Design config_chain_driver, sky130hd; sources not shown.
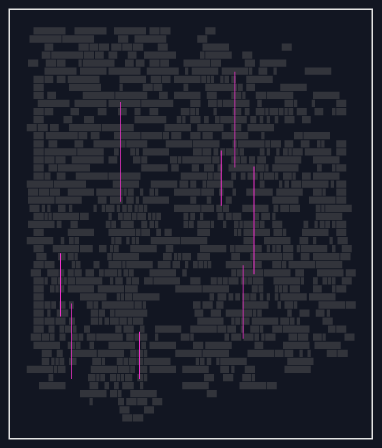
*M4 wires*
The layer holds 1.4% of the routed length. The wires run mostly vertical. The longest straight run is 36.0 um. 6 nets have wire on it. The layer carries 206 um of wire.
overall via count from detail_route: 5295
Post-Route WL: 15.3 mm

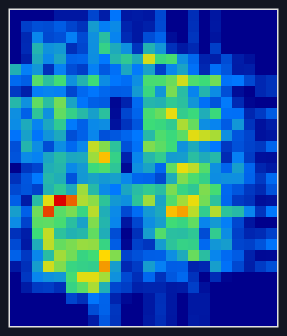
*Wiring heat map*
The die is cut into 24 by 29 equal tiles; dark blue is low, red is high, scaled to the fullest tile. Values are wire area over tile area, all layers added.
13% of the tiles are over half the peak. The fullest tile reaches 0.56. The mean over all tiles is 0.14.
wire per inst: 16.2 um
aggregate global-route resource usage: 18.2%

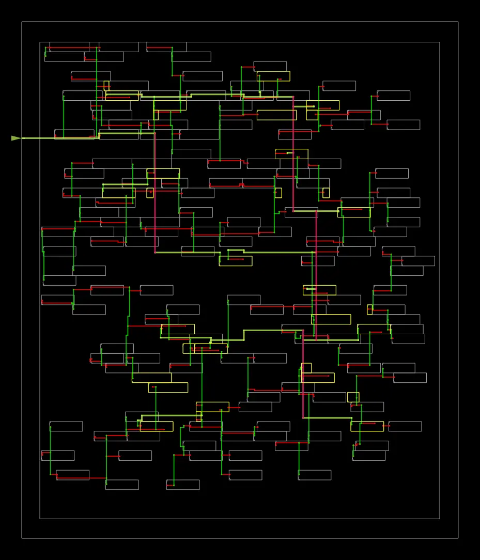
*Clock nets*
FFs & Latches: 137
number of clock buffers inserted by TritonCTS: 17

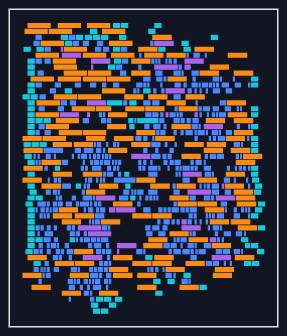
*Placed cells, one colour a class*
Key: purple = clock drivers and dummy loads [cells 32]; blue = remaining logic cells [cells 468]; cyan = remaining buffers and delay cells [cells 106]; orange = registers [cells 137]
number of rows created at floorplan: 49
end-of-flow core utilization: 57.0%
sequential share of cell area: 42.1%

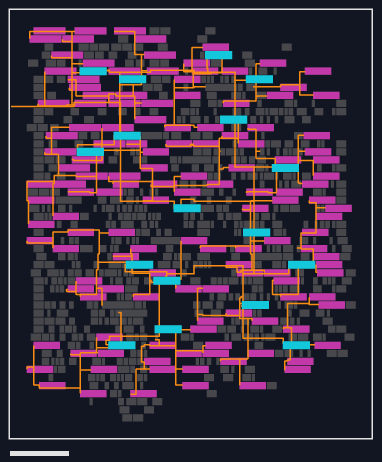
*Routed clock nets over the placement*
Bar = 20 um.
Key: magenta = flip-flops [count 137]; cyan = clock-net drivers [count 17]; orange = clock wires [length 1760 um]
There are 18 routed clock nets.
Worst-Skew Late Latency: 0.42 ns
clock network power share: 29.9%
Clk power: 0.697 mW
worst clock skew: 0.00939 ns

==> notes.md <==
• status: finished clean
• class of the most critical setup path: in2reg
• post-detailed-placement cell area: 7860 sq um
• register clock-pin slew on the reported worst setup and hold paths: 0.06 ns
• number of warnings in the stage logs: 32
• most repeated cell in the gate-level netlist after synthesis: dfrtp_1
• most used standard cells in the synthesized netlist: dfrtp_1, nor2_1, nand3_1
• biggest area consumer among synthesized cells: dfrtp_1
• Setup Buffers After CTS: 0
• Int Power: 1.54 mW
• post-route cell area: 8490 sq um
• post-layout net count: 797
• core region area: 14900 sq um
• async set-or-reset flop fraction in the synthesized netlist: 76.6%
• endpoint kind of the worst setup timing path: flip-flop
• area used by multi-input combinational logic: 2860 sq um
• cts-stage hold buffer count: 0
• synthesis-to-finish area growth: 25.4%
• area occupied by registers: 3580 sq um
• combinational group share of total power: 29.5%
• total of flip-flops plus latches after synthesis: 137
• final setup violation count: 0
• biggest combinational cell group after synthesis: AND-OR/OR-AND gates
• switch share: 33.7%
• sequential element share of the synthesized area: 52.8%
• switching component of the power: 0.784 mW
• Yosys Instances: 649
• violation tally from detailed-route iteration zero: 263
• antenna violations before repair: 0
• vias per cell: 5.59
• leakage component of the power: 3.57 nW
• HPWL after detailed placement: 10.1 mm
• type of origin of the critical path: input port
• total chip power: 2.33 mW
• power per standard cell area: 274 nW/um^2
• TritonCTS clock tree: yes
• Max rail drop VDD: 0.000179 V
• share of layout cells above drive strength 1: 9.42%
• FA/HA/MAJ Cells, Area Fraction: 1.85%
• worst-path fanout max: 9
• endpoint arrival time on the critical path: 3.73 ns
• Clock Tree Root: clkbuf_16
• worst hold-check path type: reg2reg
• number of placed instances with taps included: 913
• clock sinks: 137
• via count of the first global-routing pass: 5239
• transition at the pin with the smallest max-transition slack: 0.822 ns
• Final Hold Vio Count: 0
• quantity of gates resized following cts: 0
• grt ovf: 0
• final critical delay including setup and external delays: 3.41 ns
• H-Tree Depth: 4
==> power by group through the flow <==
stage / Clock, mW / Combinational [mW] / Sequential, mW
detailed placement: 0 / 0.673 / 0.954
global route: 0.735 / 0.763 / 0.969
floorplan: 0 / 0.432 / 0.953
CTS: 0.710 / 0.679 / 0.946
global placement: 0 / 0.648 / 0.946
finish: 0.697 / 0.687 / 0.945
==> area by class of cell <==
class,instances,share of cell area [%]
timing repair buffer,106,12.5
sequential,137,42.1
multi-input combinational,436,33.7
clock inverter,15,2.17
clock buffer,17,5.01
tap,204,3.00
inverter,32,1.44
==> worst max-delay path: stages <==
cell and delay, ns:
clkdlybuf4s50_1 0.44, nor4_1 0.55, nand3_1 0.22, o211ai_1 0.59, buf_4 0.29, nor2_1 0.05, a311oi_1 0.20
==> cells in the final DEF (no fill, tap or decap), drive strengths merged, types with 4 or more instances in the layout <==
| cell type | count |
|---|---|
| clkbuf | 18 |
| clkinv | 9 |
| o22ai | 4 |
| ha | 10 |
| nor2b | 6 |
| edfxtp | 31 |
| and3 | 7 |
| a21oi | 44 |
| o221ai | 21 |
| o21ai | 19 |
| a22o | 30 |
| buf | 10 |
| nand3 | 50 |
| clkdlybuf4s50 | 95 |
| a211oi | 12 |
| nor4 | 11 |
| and2 | 6 |
| nor2 | 60 |
| dfrtp | 105 |
| mux2i | 33 |
| or4 | 5 |
| nor3 | 20 |
| bufinv | 4 |
| a2bb2oi | 5 |
| inv | 33 |
| a21o | 6 |
| nand2 | 43 |
| o2bb2ai | 8 |
==> routing by layer <==
metal  GRT usage [%]  up-vias  share of wire (%)  wire length, um
met3            5.28       22                5.8              881
met2            28.9      141                 49             7430
li1                -     2564                  -                -
met1            24.1     2568                 44             6790
met5               0        -                  0                0
met4            6.02        0                1.3              206
Power figures rest on the tool's default switching activity, not on a simulated workload.
